==> images/met3.png <==
Bar = 50 microns.
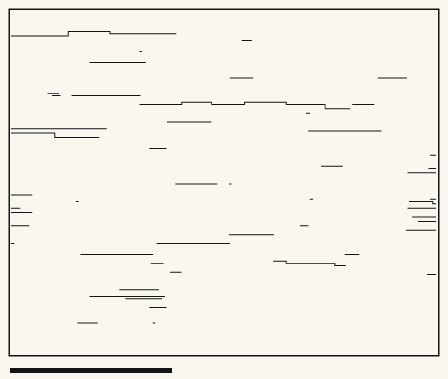
==> images/final_placement.png <==
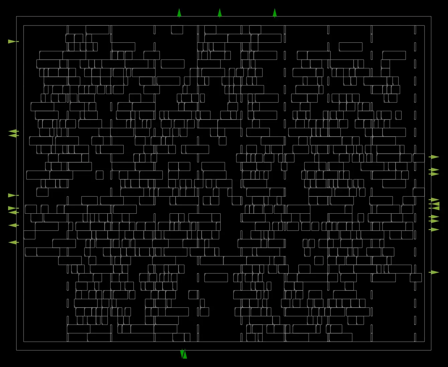
==> images/density.png <==
13 x 11 tiles, from white (low) to dark blue (high), 0 to 100% covered.
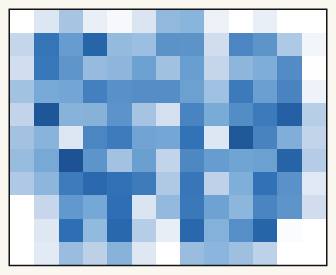
==> images/registers.png <==
Bar = 50 microns. Other sequential cells in the stronger gray, the rest of the logic in the fainter gray.
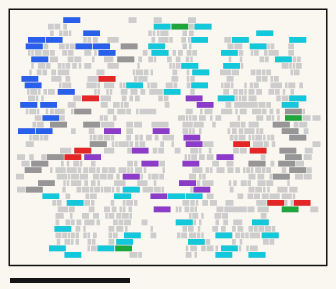
**src/rtl/btn_debounce_multi_pkg.sv**
```systemverilog
// Shared types, default parameter values and the width helper for the
// multi-channel button debouncer.
package btn_debounce_multi_pkg;

  typedef enum logic [1:0] {
    ST_REL  = 2'd0,
    ST_PRS  = 2'd1,
    ST_LONG = 2'd2
  } ch_state_e;

  localparam int unsigned DEF_N_CH         = 4;
  localparam int unsigned DEF_CLK_HZ       = 100_000_000;
  localparam int unsigned DEF_TICK_HZ      = 1000;
  localparam int unsigned DEF_DB_TICKS     = 10;
  localparam int unsigned DEF_LONG_TICKS   = 1000;
  localparam int unsigned DEF_REPEAT_TICKS = 100;
  localparam bit          DEF_ACTIVE_LOW   = 1'b0;

  // Bits needed to hold 0..value-1, never less than one.
  function automatic int unsigned clog2(input int unsigned value);
    int unsigned w;
    w = 1;
    while ((w < 32) && ((32'd1 << w) < value)) begin
      w = w + 1;
    end
    return w;
  endfunction

endpackage

```
**src/rtl/btn_ch_fsm.sv**
```systemverilog
// One input channel: 2-FF synchroniser, tick-sampled debounce, and the
// press/long/release pulse FSM. BTN_REPEAT_EN adds typematic repeat in LONG.
module btn_ch_fsm
  import btn_debounce_multi_pkg::*;
#(
  parameter int unsigned DB_TICKS     = DEF_DB_TICKS,
  parameter int unsigned LONG_TICKS   = DEF_LONG_TICKS,
  parameter int unsigned REPEAT_TICKS = DEF_REPEAT_TICKS,
  parameter bit          ACTIVE_LOW   = DEF_ACTIVE_LOW
) (
  input  logic clk,
  input  logic reset,
  input  logic i_tick,
  input  logic i_btn,
  output logic o_level,
  output logic o_press,
  output logic o_release,
  output logic o_long
);

  localparam int unsigned       DB_W     = clog2(DB_TICKS);
  localparam logic [DB_W-1:0]   DB_MAX   = DB_W'(DB_TICKS - 1);
  localparam int unsigned       HOLD_W   = clog2(LONG_TICKS);
  localparam logic [HOLD_W-1:0] HOLD_MAX = HOLD_W'(LONG_TICKS - 1);
`ifdef BTN_REPEAT_EN
  localparam int unsigned       REP_W    = clog2(REPEAT_TICKS);
  localparam logic [REP_W-1:0]  REP_MAX  = REP_W'(REPEAT_TICKS - 1);

  logic [REP_W-1:0]  r_rep_cnt;
`endif

  logic [1:0]        r_sync;
  logic [DB_W-1:0]   r_db_cnt;
  logic [HOLD_W-1:0] r_hold_cnt;
  ch_state_e         r_state;
  logic              r_level;
  logic              r_press;
  logic              r_release;
  logic              r_long;

  logic              w_s;
  logic              w_diff;
  logic              w_accept;

  always_ff @(posedge clk) begin
    if (reset) begin
      r_sync <= '0;
    end else begin
      r_sync <= {r_sync[0], i_btn};
    end
  end

  assign w_s      = r_sync[1] ^ ACTIVE_LOW;
  assign w_diff   = (w_s != r_level);
  // New level accepted on this tick: the sample has differed for DB_TICKS ticks.
  assign w_accept = i_tick && w_diff && (r_db_cnt == DB_MAX);

  always_ff @(posedge clk) begin
    if (reset) begin
      r_db_cnt   <= '0;
      r_hold_cnt <= '0;
      r_state    <= ST_REL;
      r_level    <= 1'b0;
      r_press    <= 1'b0;
      r_release  <= 1'b0;
      r_long     <= 1'b0;
`ifdef BTN_REPEAT_EN
      r_rep_cnt  <= '0;
`endif
    end else begin
      r_press   <= 1'b0;
      r_release <= 1'b0;
      r_long    <= 1'b0;
      if (i_tick) begin
        if (!w_diff) begin
          r_db_cnt <= '0;
        end else if (r_db_cnt == DB_MAX) begin
          r_db_cnt <= '0;
          r_level  <= w_s;
        end else begin
          r_db_cnt <= r_db_cnt + DB_W'(1);
        end

        case (r_state)
          ST_REL: begin
            if (w_accept && w_s) begin
              r_state    <= ST_PRS;
              r_press    <= 1'b1;
              r_hold_cnt <= '0;
            end
          end
          ST_PRS: begin
            if (w_accept) begin
              r_state   <= ST_REL;
              r_release <= 1'b1;
            end else if (r_hold_cnt == HOLD_MAX) begin
              r_state   <= ST_LONG;
              r_long    <= 1'b1;
`ifdef BTN_REPEAT_EN
              r_rep_cnt <= '0;
`endif
            end else begin
              r_hold_cnt <= r_hold_cnt + HOLD_W'(1);
            end
          end
          ST_LONG: begin
            if (w_accept) begin
              r_state   <= ST_REL;
              r_release <= 1'b1;
            end
`ifdef BTN_REPEAT_EN
            else if (r_rep_cnt == REP_MAX) begin
              r_press   <= 1'b1;
              r_rep_cnt <= '0;
            end else begin
              r_rep_cnt <= r_rep_cnt + REP_W'(1);
            end
`endif
          end
          default: r_state <= ST_REL;
        endcase
      end
    end
  end

  assign o_level   = r_level;
  assign o_press   = r_press;
  assign o_release = r_release;
  assign o_long    = r_long;

endmodule

```
**src/rtl/btn_debounce_multi.sv**
```systemverilog
// N_CH-channel button debouncer: shared sample-tick prescaler plus one
// btn_ch_fsm per channel. Define BTN_REPEAT_EN for auto-repeat while held.
module btn_debounce_multi
  import btn_debounce_multi_pkg::*;
#(
  parameter int unsigned N_CH         = DEF_N_CH,
  parameter int unsigned CLK_HZ       = DEF_CLK_HZ,
  parameter int unsigned TICK_HZ      = DEF_TICK_HZ,
  parameter int unsigned DB_TICKS     = DEF_DB_TICKS,
  parameter int unsigned LONG_TICKS   = DEF_LONG_TICKS,
  parameter int unsigned REPEAT_TICKS = DEF_REPEAT_TICKS,
  parameter bit          ACTIVE_LOW   = DEF_ACTIVE_LOW
) (
  input  logic            clk,
  input  logic            reset,
  input  logic [N_CH-1:0] i_btn,
  output logic [N_CH-1:0] o_level,
  output logic [N_CH-1:0] o_press,
  output logic [N_CH-1:0] o_release,
  output logic [N_CH-1:0] o_long,
  output logic            o_tick
);

  localparam int unsigned      DIV     = CLK_HZ / TICK_HZ;
  localparam int unsigned      DIV_W   = clog2(DIV);
  localparam logic [DIV_W-1:0] DIV_MAX = DIV_W'(DIV - 1);

  logic [DIV_W-1:0] r_div_cnt;
  logic             r_tick;

  // Tick is registered off the wrap, so it is one clk wide every DIV clks.
  always_ff @(posedge clk) begin
    if (reset) begin
      r_div_cnt <= '0;
      r_tick    <= 1'b0;
    end else if (r_div_cnt == DIV_MAX) begin
      r_div_cnt <= '0;
      r_tick    <= 1'b1;
    end else begin
      r_div_cnt <= r_div_cnt + DIV_W'(1);
      r_tick    <= 1'b0;
    end
  end

  assign o_tick = r_tick;

  for (genvar g = 0; g < N_CH; g++) begin : g_ch
    btn_ch_fsm #(
      .DB_TICKS     (DB_TICKS),
      .LONG_TICKS   (LONG_TICKS),
      .REPEAT_TICKS (REPEAT_TICKS),
      .ACTIVE_LOW   (ACTIVE_LOW)
    ) u_ch (
      .clk       (clk),
      .reset     (reset),
      .i_tick    (r_tick),
      .i_btn     (i_btn[g]),
      .o_level   (o_level[g]),
      .o_press   (o_press[g]),
      .o_release (o_release[g]),
      .o_long    (o_long[g])
    );
  end

endmodule
```
**config.mk**
```make
export PLATFORM = sky130hd
export DESIGN_NAME = btn_debounce_multi
export DESIGN_NICKNAME = d
export VERILOG_FILES = /design/src/rtl/btn_debounce_multi_pkg.sv /design/src/rtl/btn_ch_fsm.sv /design/src/rtl/btn_debounce_multi.sv
export SDC_FILE = /design/constraint.sdc
export NUM_CORES = 1
export LEC_CHECK = 0
export CELL_PAD_IN_SITES_DETAIL_PLACEMENT = 0
export CELL_PAD_IN_SITES_GLOBAL_PLACEMENT = 1
export CORE_ASPECT_RATIO = 0.8
export CORE_MARGIN = 2
export CORE_UTILIZATION = 44
export CTS_BUF_LIST = sky130_fd_sc_hd__clkbuf_2 sky130_fd_sc_hd__clkbuf_4 sky130_fd_sc_hd__clkbuf_8
export CTS_CLUSTER_DIAMETER = 30
export DETAILED_ROUTE_END_ITERATION = 12
export PLACE_DENSITY_LB_ADDON = 0.25
export SLEW_MARGIN = 40
export SYNTH_ARGS = -nofsm -noshare
export SYNTH_HDL_FRONTEND = slang
export SYNTH_SLANG_ARGS = --single-unit
```
**constraint.sdc**
```tcl
create_clock -name clk -period 2.43 [get_ports clk]
set_input_delay 0.243 -clock clk [delete_from_list [all_inputs] [get_ports clk]]
set_output_delay 0.243 -clock clk [all_outputs]
set_load 0.01 [all_outputs]
```
==> results.txt <==
yosys + openroad results -> setup bufs post-CTS=0, crit start category=flop, antenna fix cells=0, Crit Path Class=flop to flop, highest clock rate=0.479 GHz, GRT overflow=0, maximum vdd ir drop=0.000268 V, Top class by area=combinational gates, Cell area leaders=dfxtp_1 (37%), ha_1 (6.3%), nand2_1 (3.9%), nand4_1 (3.3%), nor2_1 (2.9%), HP Start=reset, Flop pwr share=a little over 60%, Layout area overhead=8.40%, CP Cell Sequence=inv_1, ha_1, or3b_1, nor4_1, o22a_1, mux2_2, Worst EP arrival=~2.4 ns, number of enable flip-flop cells=0, Crit path largest cell delay=0.39 ns, area share, top type=between 30% and 40%, Synth area leader=dfxtp_1, fin. max-slew vios=0, max cap viols=0, Async S/R FF share, synth=0%, Hold Slack=about 0.23 ns, Top cells excl fill/tap=dfxtp_1 (106), nand2_1 (60), nor2_1 (44), inv_1 (42), first-pass GRT wire length=approximately 22,000 microns, Worst Max-Slew Pin Slew=~0.59 ns, HPWL after DPL=8760 microns, Required @ worst endpoint=approximately 2.7 ns, non-clock buffer count=33, fin crit share=a little under nine tenths, TAP cells=roughly 180, max reg flops=around 40, setup slack, reg-to-reg=roughly 0.34 ns, Final Hold Viols=0, RePlAce Congestion=about 0.84, Mapped Nets=704, # hold bufs at CTS=0, Setup Viol. Count Final=0, number of global-route vias before repair=roughly 4,600, CTS sink cnt=roughly 110, Signal buf overhead=4.98%, area fraction in compound gates=about 18%, R2R depth=6, Comb. pwr=approximately 0.13 mW, H-tree depth=3, CP top delay family=simple AND/OR/NAND/NOR gates, outcome=finished clean, Biggest register=g_ch.u_ch.r_hold_cnt, Tmin final=2.09 ns, combinational gates=between 400 and 500, met3 wire len=approximately 540 microns, Most Crowded Layer GR=met2, post-CTS sizing=0, Ys Warns=0, fillers=approximately 1,200, DR top layer=met4, Chip Area, Yosys=between 5000 and 6000 sq um, clock latency on the worst-skew pair=~0.38 ns, pin count of the biggest net entering global routing=29, Post-synth regs=approximately 110, routed length on met1=about 6200 microns, Crit path depth=6, CTS tree=yes, XOR/XNOR Area Share=about 3.8%, Synth Area in Simple Gates=between 20% and 30%, Bufs and invs on worst path=1, Top non-seq family=simple AND/OR/NAND/NOR gates
-- met3.png (at the start) --
The wires run mostly horizontal. The longest straight run is 29.2 microns. The layer carries 537 microns of wire.
drt total wl: 12,400 microns
via count: 4,846
grt met3 use: 5.01%

-- final_placement.png (at the start) --
Flops: 106
Site Rows: 37

-- density.png (at the start) --
The mean over all tiles is 43%. The fullest tile reaches 86%. The emptiest ninth of the die: top right. 7.0% of the tiles are over 75% full.
Core Util at FP: 44.9%
core area: 12,800 sq um
post-layout util: 48.6%

-- registers.png (at the start) --
Green is g_ch.u_ch.o_long, sequential cells 4. Purple is g_ch.u_ch.r_db_cnt, sequential cells 16, where middle. Blue is r_div_cnt, sequential cells 17, where top left. Red is g_ch.u_ch.r_state, sequential cells 8. Cyan is g_ch.u_ch.r_hold_cnt, sequential cells 40, where spread over the die.
Flop area: 2120 sq um
seq pwr: 1.76 mW
flop share of the area: 34.0%

Power and IR drop assume default switching activity.
